Run 1, nets reached from selected ports:
Scale: 3 px per um.
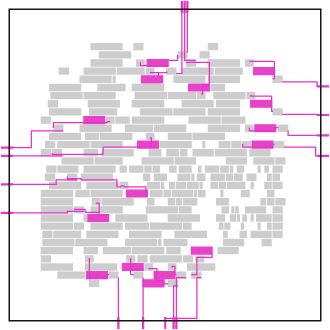
Run 1, drive-strength map:
Scale: 4 px per um.
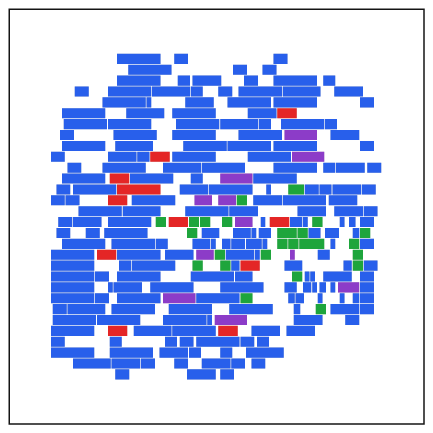
Run 1, metal layers overlaid:
Scale: 4 px per um. Two of the layers only.
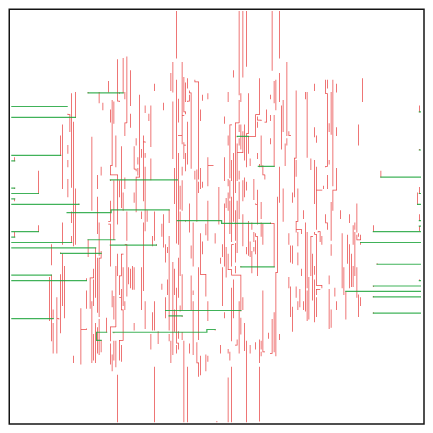
Run 1, ports around the boundary:
Scale: 4 px per um. Pins as bars across the die edge, other pins in grey.
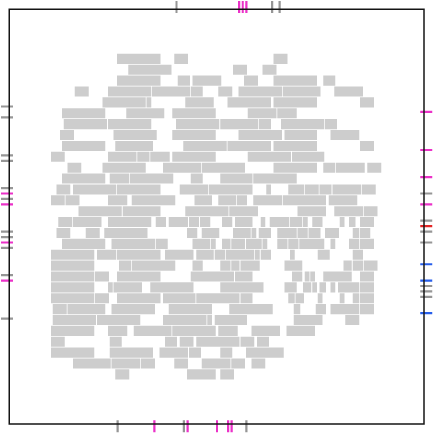
--- config.mk ---
export PLATFORM = sky130hd
export DESIGN_NAME = store_n_words
export DESIGN_NICKNAME = d
export VERILOG_FILES = /design/src/rtl/store_n_words.sv
export SDC_FILE = /design/constraint.sdc
export NUM_CORES = 1
export LEC_CHECK = 0
export CAP_MARGIN = 20
export CORE_MARGIN = 10
export CORE_UTILIZATION = 49
export DETAILED_ROUTE_END_ITERATION = 7
export PLACE_DENSITY = 0.75
export SLEW_MARGIN = 0
export SYNTH_ARGS = -nofsm -noshare
export SYNTH_HDL_FRONTEND = slang
export SYNTH_SLANG_ARGS = --single-unit
--- constraint.sdc ---
create_clock -name Clk -period 2.3 [get_ports Clk]
set_input_delay 0.345 -clock Clk [delete_from_list [all_inputs] [get_ports Clk]]
set_output_delay 0.345 -clock Clk [all_outputs]
set_load 0.005 [all_outputs]
--- src/rtl/store_n_words.sv ---
// Parametrised FIFO word store: depth x bits buffer, registered output word,
// occupancy count, full/empty flags and sticky overflow/underflow flags.
module store_n_words #(
   parameter int unsigned bits  = 16,
   parameter int unsigned depth = 4,
   parameter int unsigned cbits = $clog2(depth) + 1
) (
   input  logic             Clk,
   input  logic             Reset,
   input  logic             Write,
   input  logic [bits-1:0]  Input,
   input  logic             Read,
   output logic [bits-1:0]  Word,
   output logic             Valid,
   output logic [cbits-1:0] Count,
   output logic             Empty,
   output logic             Full,
   output logic             Overflow,
   output logic             Underflow
);

   localparam int unsigned pbits = $clog2(depth);

   logic [bits-1:0]  mem [depth];
   logic [pbits-1:0] wp;
   logic [pbits-1:0] rp;
   logic             wr_ok;
   logic             rd_ok;

   always_comb begin
      Empty = (Count == '0);
      Full  = (Count == cbits'(depth));
      // A write into a full buffer is still accepted when a read frees a slot.
      wr_ok = Write && (!Full || Read);
      rd_ok = Read && !Empty;
   end

   always_ff @(posedge Clk) begin
      if (!Reset && wr_ok)
         mem[wp] <= Input;
   end

   always_ff @(posedge Clk) begin
      if (Reset) begin
         wp        <= '0;
         rp        <= '0;
         Word      <= '0;
         Valid     <= 1'b0;
         Count     <= '0;
         Overflow  <= 1'b0;
         Underflow <= 1'b0;
      end else begin
         Valid <= rd_ok;
         if (wr_ok)
            wp <= wp + 1'b1;
         if (rd_ok) begin
            Word <= mem[rp];
            rp   <= rp + 1'b1;
         end
         case ({wr_ok, rd_ok})
            2'b10:   Count <= Count + 1'b1;
            2'b01:   Count <= Count - 1'b1;
            default: Count <= Count;
         endcase
         if (Write && !wr_ok)
            Overflow <= 1'b1;
         if (Read && !rd_ok)
            Underflow <= 1'b1;
      end
   end

endmodule

==> results.cfg, run 1 <==
; flow metrics
[cells_and_area]
syn_to_final_growth_pct = 24.3
layout.nets = 269
final_cell_area_sq_um = 4230
layout-drive-gt1-share_pct = 18.5
fill_cells = 492
num_antenna_cells = 0

[synth]
ys_dominant_reg_cell = edfxtp_1
yosysUniqueCellTypes = 33
edf_count = 64
floorplan.nets = 204
yosys-top-cells-count = edfxtp_1 (64), dfxtp_1 (26), a22o_1 (16)
ys_async_sr_fraction_pct = 0
synth_area_sq_um = 3400
syn_inst = 178
largest_area_cell = edfxtp_1
ys_seq_share_pct = 71.8
yosysCellCount = 178
ys_chip_area_sq_um = 3400
most_common_cell = edfxtp_1
top_cell_area_share_pct = 56.5
topCellsByArea = edfxtp_1 (56%), dfxtp_1 (15%), mux4_1 (8.5%)
syn_area_per_cell_sq_um = 19.1
numSynthFlops = 90
yosys_warnings = 0

[sta]
skew_ns = 0.0113
setup_violations = 0
worst_pin_slew_ns = 0.634
setup_slack_ns = 0.170
rsz0062_at_grt = false
post-route-min-period_ns = 2.13
drv_slew = 0
finalHoldViolCount = 0
finalClockPeriodUsage_pct = 92.6
relSlewSlack_pct = 57.6

[flow_run]
warning_count = 30
drv_cap = 0

[worst_setup_path]
worstSetupStartpointType = input port
r2r-end = Count[2]$_SDFFE_PP0P_
cp.required_ns = 2.60
crit_path_max_fanout = 2
rr_worst_depth = 9
reg2reg_setup_slack_ns = 0.23
cp.arrival_ns = 2.43
r2r_start = Count[0]$_SDFFE_PP0P_
crit_path_end = Count[2]$_SDFFE_PP0P_
endpoint_kind = register
critical_path_class = in2reg
startpoint = Read

[clock_network]
cts_resized = 0
cts_tree = yes
clock_latency_ns = 0.36
cts_buffer_depth = 2
cts_hold_buf = 0
cts-htree-levels = 3
cts_buffers = 9
path_clk_slew_ns = 0.09

[global_route]
met1_usage_pct = 16.3
grt-ovfl-total = 0
grt_pass1_wl_mm = 9.85
antenna_found_initial = 0
grt_max_degree = 18
groute.usage.overall_pct = 12.5
top_usage_layer = met2
grt_pass1_vias = 1854
global_route.usage.met3_pct = 4.58

[hold_path]
hold_path_depth = 2
min_to = Underflow$_SDFFE_PP0P_
hold_class = reg2reg
worstHoldStart = Underflow$_SDFFE_PP0P_

[floorplan]
io_pins = 44
fp_util_pct = 50.4
chipArea_sq_um = 10700
num_rows = 30

[run_status]
outcome = finished clean

[detailed_routing]
remaining_drc_errors = 0
firstDrtPassIters = 4
vias_per_cell = 5.53
antenna_left = 0
first_iter_violations = 94
vias = 1813

[power]
power_density_nw_per_um2 = 956
p_leak_nw = 1.47
peakVddDrop_uv = 588

[place]
globalplace.congestion = 0.738
pre_cts_ws_ns = -0.277
postPlaceCellArea_sq_um = 4030
About 'nets reached from selected ports':
Magenta shows `Word`, direction output, edge 5 bottom, 4 left, 4 right, 3 top, end cells 16, buffers 16, wire 543 um.

About 'drive-strength map':
Green shows drive 3 to 4, cells 24, share 9.7%. Blue shows drive 1 or less, cells 202, share 81%. Red shows drive 6 and up, cells 11, share 4.4%. Purple shows drive 2, cells 11, share 4.4%.

About 'metal layers overlaid':
Red shows met2, wire length 2,810 um. Green shows met3, wire length 425 um.

About 'ports around the boundary':
Magenta shows `Word`, pins 16, direction output, edge 5 bottom, 4 left, 4 right, 3 top. Red shows `Reset`, pins 1, direction input, edge right. Blue shows `Count`, pins 3, direction output, edge right.
All pins by edge: 15 left, 15 right, 8 bottom, 6 top.
die width: 103 um
PortBufs: 43
Die Ht: 103 um

-- run 1: routing by layer --
layer  share of wire (%)  vias to the layer above
met5                   0                        -
met4                 1.2                        0
met3                 6.9                        8
met2                  46                       56
met1                  46                      912
li1                    -                      837
-- run 1: flip-flops by register name (all words and copies together), names as in the netlist --
name       flops
mem           64
rp             2
wp             2
Valid          1
Count          3
Underflow      1
Word          16
Overflow       1
-- run 1: placed cells by master, fill, tap and decap left out, types with 2 or more instances in the layout --
cell type | netlist | routed
inv_1 | 5 | 5
a22o_1 | 16 | 16
nand2b_1 | 2 | 2
nor2_1 | 9 | 9
xor2_1 | 3 | 3
clkbuf_1 | 1 | 4
mux4_1 | 11 | 11
clkdlybuf4s50_1 | 0 | 43
a21oi_1 | 4 | 4
mux4_2 | 5 | 5
nor3b_2 | 0 | 4
clkbuf_8 | 1 | 10
dfxtp_1 | 26 | 26
edfxtp_1 | 64 | 64
buf_4 | 1 | 20
ha_1 | 5 | 5
-- run 1: where the power goes --
part           total, mW  internal (mW)  switching, mW  leakage, nW
clock               1.05          0.536          0.511       0.0949
sequential          1.98           1.90         0.0861        0.794
combinational       1.01          0.589          0.421        0.584
-- run 1: final cells by class --
cell class	count	area (sq um)	share of cell area, %
repair buffers	63	581	13.7
multi-input cells	73	892	21.1
well taps	80	100	2.37
clock inverters	2	38.8	0.917
clock buffers	14	153	3.61
inverters	6	22.5	0.533
flip-flops and latches	90	2440	57.8
-- run 1: cell families (layout without fill, tap and decap cells) --
| logic type | Yosys count | after routing | synth area share (%) |
|---|---|---|---|
| AND-OR/OR-AND | 23 | 23 | 5.62 |
| XOR/XNOR | 4 | 4 | 1.03 |
| buffers and inverters | 15 | 85 | 2.79 |
| AND/OR/NAND/NOR | 22 | 22 | 3.93 |
| multiplexers | 18 | 18 | 12.4 |
| flip-flops | 90 | 90 | 71.8 |
| adder cells (fa/ha/maj) | 6 | 6 | 2.43 |
-- run 1: critical path, cell delays in order --
cell and delay, ns:
clkdlybuf4s50_1 0.44, nor4b_2 0.27, nor2b_1 0.12, inv_2 0.07, ha_1 0.15, inv_1 0.06, fa_1 0.37, xor2_1 0.15
or3_1 0.30, a21oi_1 0.14
-- run 1: through the flow --
step | power [mW] | instances | hold WS (ns) | TNS, ns | utilization [%]
detailed placement | 3.04 | 312 | 0.458 | -0.292 | 59.7
CTS | 4.07 | 328 | 0.476 | 0 | 62.5
floorplan | 2.59 | 178 | 0.444 | -16.17 | -
finish | 4.04 | 328 | 0.468 | 0 | 62.6
global route | 4.23 | 328 | 0.488 | 0 | 62.6
global placement | 3.02 | 312 | 0.456 | -0.208 | 59.7
## Run 2: what changed since run 1
--- a/config.mk
+++ b/config.mk
@@ -7,9 +7,9 @@
 export LEC_CHECK = 0
 export CAP_MARGIN = 20
 export CORE_MARGIN = 10
-export CORE_UTILIZATION = 49
+export CORE_UTILIZATION = 54
 export DETAILED_ROUTE_END_ITERATION = 7
-export PLACE_DENSITY = 0.75
+export PLACE_DENSITY = 0.8
 export SLEW_MARGIN = 0
 export SYNTH_ARGS = -nofsm -noshare
 export SYNTH_HDL_FRONTEND = slang
==> constraint.sdc (replaced) <==
create_clock -name Clk -period 2.4 [get_ports Clk]
set_input_delay 0.36 -clock Clk [delete_from_list [all_inputs] [get_ports Clk]]
set_output_delay 0.36 -clock Clk [all_outputs]
set_load 0.005 [all_outputs]
==> results.cfg, run 2 <==
; flow metrics
[cells_and_area]
stdcell_count = 322
logic_area_sq_um = 892
register_area_sq_um = 2440
lay_top_count = edfxtp_1
reg.largest.list = mem (64), Word (16), Count (3)
fill_cells = 387
top_register = mem
num_antenna_cells = 0
final_cell_mix = edfxtp_1 (64), clkdlybuf4s50_1 (43), dfxtp_1 (26)
largest_register_ffs = 64
layout.nets = 268
syn_to_final_growth_pct = 24.8
layout-drive-gt1-share_pct = 18.6

[power]
power_density_nw_per_um2 = 931
p_leak_nw = 1.47
power_mw = 3.95
peakVddDrop_uv = 701

[place]
dpl.cell_count = 306
globalplace.congestion = 0.764
pre_cts_ws_ns = -0.209

[worst_setup_path]
crit_path_max_fanout = 2
worst-path-buf-inv = 3
worstSetupStartpointType = input port
cp_slowest_stage_delay_ns = 0.44
cp_top_family = simple AND/OR/NAND/NOR gates
endpoint_kind = register
cp.required_ns = 2.67

[sta]
setup_slack_ns = 0.190
relSlewSlack_pct = 69.6
skew_ns = 0.00959
finalClockPeriodUsage_pct = 92.1
rsz0062_at_grt = false
worst_pin_slew_ns = 0.455
finalHoldViolCount = 0

[hold_path]
hold_class = reg2reg

[synth]
ys_seq_share_pct = 71.8
syn_inst = 178
synth_area_sq_um = 3400
ys_dominant_reg_cell = edfxtp_1
edf_count = 64
numSynthFlops = 90
syn_area_per_cell_sq_um = 19.1
ys_chip_area_sq_um = 3400
largest_area_cell = edfxtp_1
yosysUniqueCellTypes = 33
ys_async_sr_fraction_pct = 0
yosys-top-cells-count = edfxtp_1 (64), dfxtp_1 (26), a22o_1 (16)
top_cell_area_share_pct = 56.5
yosysCellCount = 178
topCellsByArea = edfxtp_1 (56%), dfxtp_1 (15%), mux4_1 (8.5%)
yosys_warnings = 0

[run_status]
outcome = finished clean

[floorplan]
io_pins = 44
chipWidth_um = 99.4
chipArea_sq_um = 9880
die_h_um = 99.4
num_rows = 28

[detailed_routing]
antenna_left = 0
wire_per_inst_um = 19.3
firstDrtPassIters = 4
vias = 1784
remaining_drc_errors = 0
vias_per_cell = 5.54
first_iter_violations = 94

[global_route]
grt-ovfl-total = 0
grt_max_degree = 18
grt_pass1_vias = 1896
grt_pass1_wl_mm = 10.0

[clock_network]
cts_buffer_depth = 2
cts_buffers = 9
cts_resized = 0
path_clk_slew_ns = 0.08
cts_tree = yes
cts-htree-levels = 3
clock_latency_ns = 0.35

[flow_run]
warning_count = 30
run 2: cell families after synthesis:
logic type	Yosys count	share of synthesized area [%]
flops	90	71.8
fa+ha+maj	6	2.43
mux	18	12.4
xor+xnor	4	1.03
compound gates	23	5.62
simple gates	22	3.93
buf+inv	15	2.79
run 2: through the flow:
| stage | instance area [sq um] | hold slack [ns] | utilization (%) | TNS, ns |
|---|---|---|---|---|
| final | 4250 | 0.481 | 70.5 | 0 |
| after global routing | 4250 | 0.498 | 70.5 | 0 |
| after CTS | 4240 | 0.484 | 70.4 | 0 |
| after detailed placement | 4030 | 0.467 | 66.9 | -0.209 |
| after global placement | 4030 | 0.457 | 66.9 | -0.110 |
| after floorplan | 3400 | 0.459 | - | -9.77 |
run 2: worst reg2reg max path, delay by kind of cell, from the launching register on:
kind	cells	cell delay [ns]
simple gates	3	0.75
fa+ha+maj	2	0.53
flops	1	0.33
xor+xnor	1	0.16
compound gates	1	0.15
buf+inv	2	0.13
run 2: where the power goes:
group	internal [mW]	leakage (nW)	switching (mW)
logic	0.564	0.581	0.415
registers	1.82	0.794	0.0782
clock network	0.584	0.0972	0.494
run 2: worst paths after layout:
kind	to	start	cells after the start	slack, ns
worst max-delay path	Count[2]$_SDFFE_PP0P_	Read	10	0.19
worst min-delay path	Word[6]$_SDFFE_PP0P_	Word[6]$_SDFFE_PP0P_	1	0.48
worst max register to register	Count[2]$_SDFFE_PP0P_	Count[0]$_SDFFE_PP0P_	9	0.29
worst min register to register	Word[6]$_SDFFE_PP0P_	Word[6]$_SDFFE_PP0P_	1	0.48
run 2: area by class of cell:
cell class | count | area share (%)
clock buffers | 11 | 3.09
flip-flops and latches | 90 | 57.5
repair buffers | 62 | 13.8
well taps | 75 | 2.21
inverters | 6 | 0.530
clock inverters | 5 | 1.86
multi-input cells | 73 | 21.0
run 2: metal layers:
metal  GRT usage [%]  share of wire [%]  vias to the layer above  wire length [um]
met1            15.5                 43                      906              2680
met5               0                  0                        -                 0
met3            5.19                5.6                        8               349
met2            20.6                 50                       39              3100
met4            6.50                1.3                        0                81
li1                -                  -                      831                 -
Run 2, nets reached from selected ports:
Scale: 3 px per um.
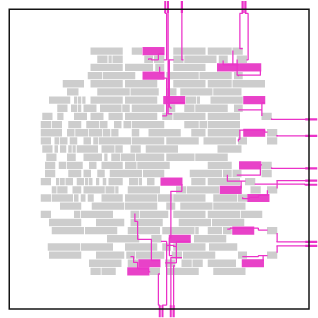
Magenta shows `Word`, direction output, edge 7 right, 5 top, 4 bottom, end cells 16, buffers 16, wire 507 um.

Run 2, drive-strength map:
Scale: 4 px per um.
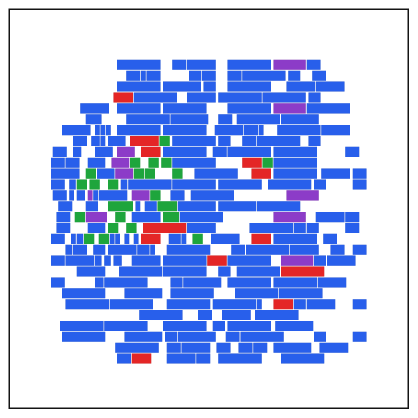
Red shows drive 6 and up, cells 12, share 4.9%. Green shows drive 3 to 4, cells 23, share 9.3%. Purple shows drive 2, cells 11, share 4.5%. Blue shows drive 1 or less, cells 201, share 81%.

Run 2, ports around the boundary:
Scale: 4 px per um. Pins as bars across the die edge, other pins in grey.
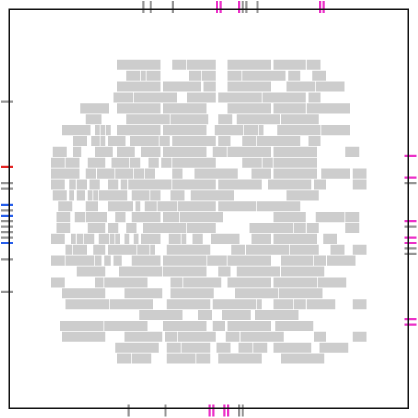
Red shows `Reset`, pins 1, direction input, edge left. Blue shows `Count`, pins 3, direction output, edge left. Magenta shows `Word`, pins 16, direction output, edge 7 right, 5 top, 4 bottom.

Power figures rest on the tool's default switching activity, not on a simulated workload.
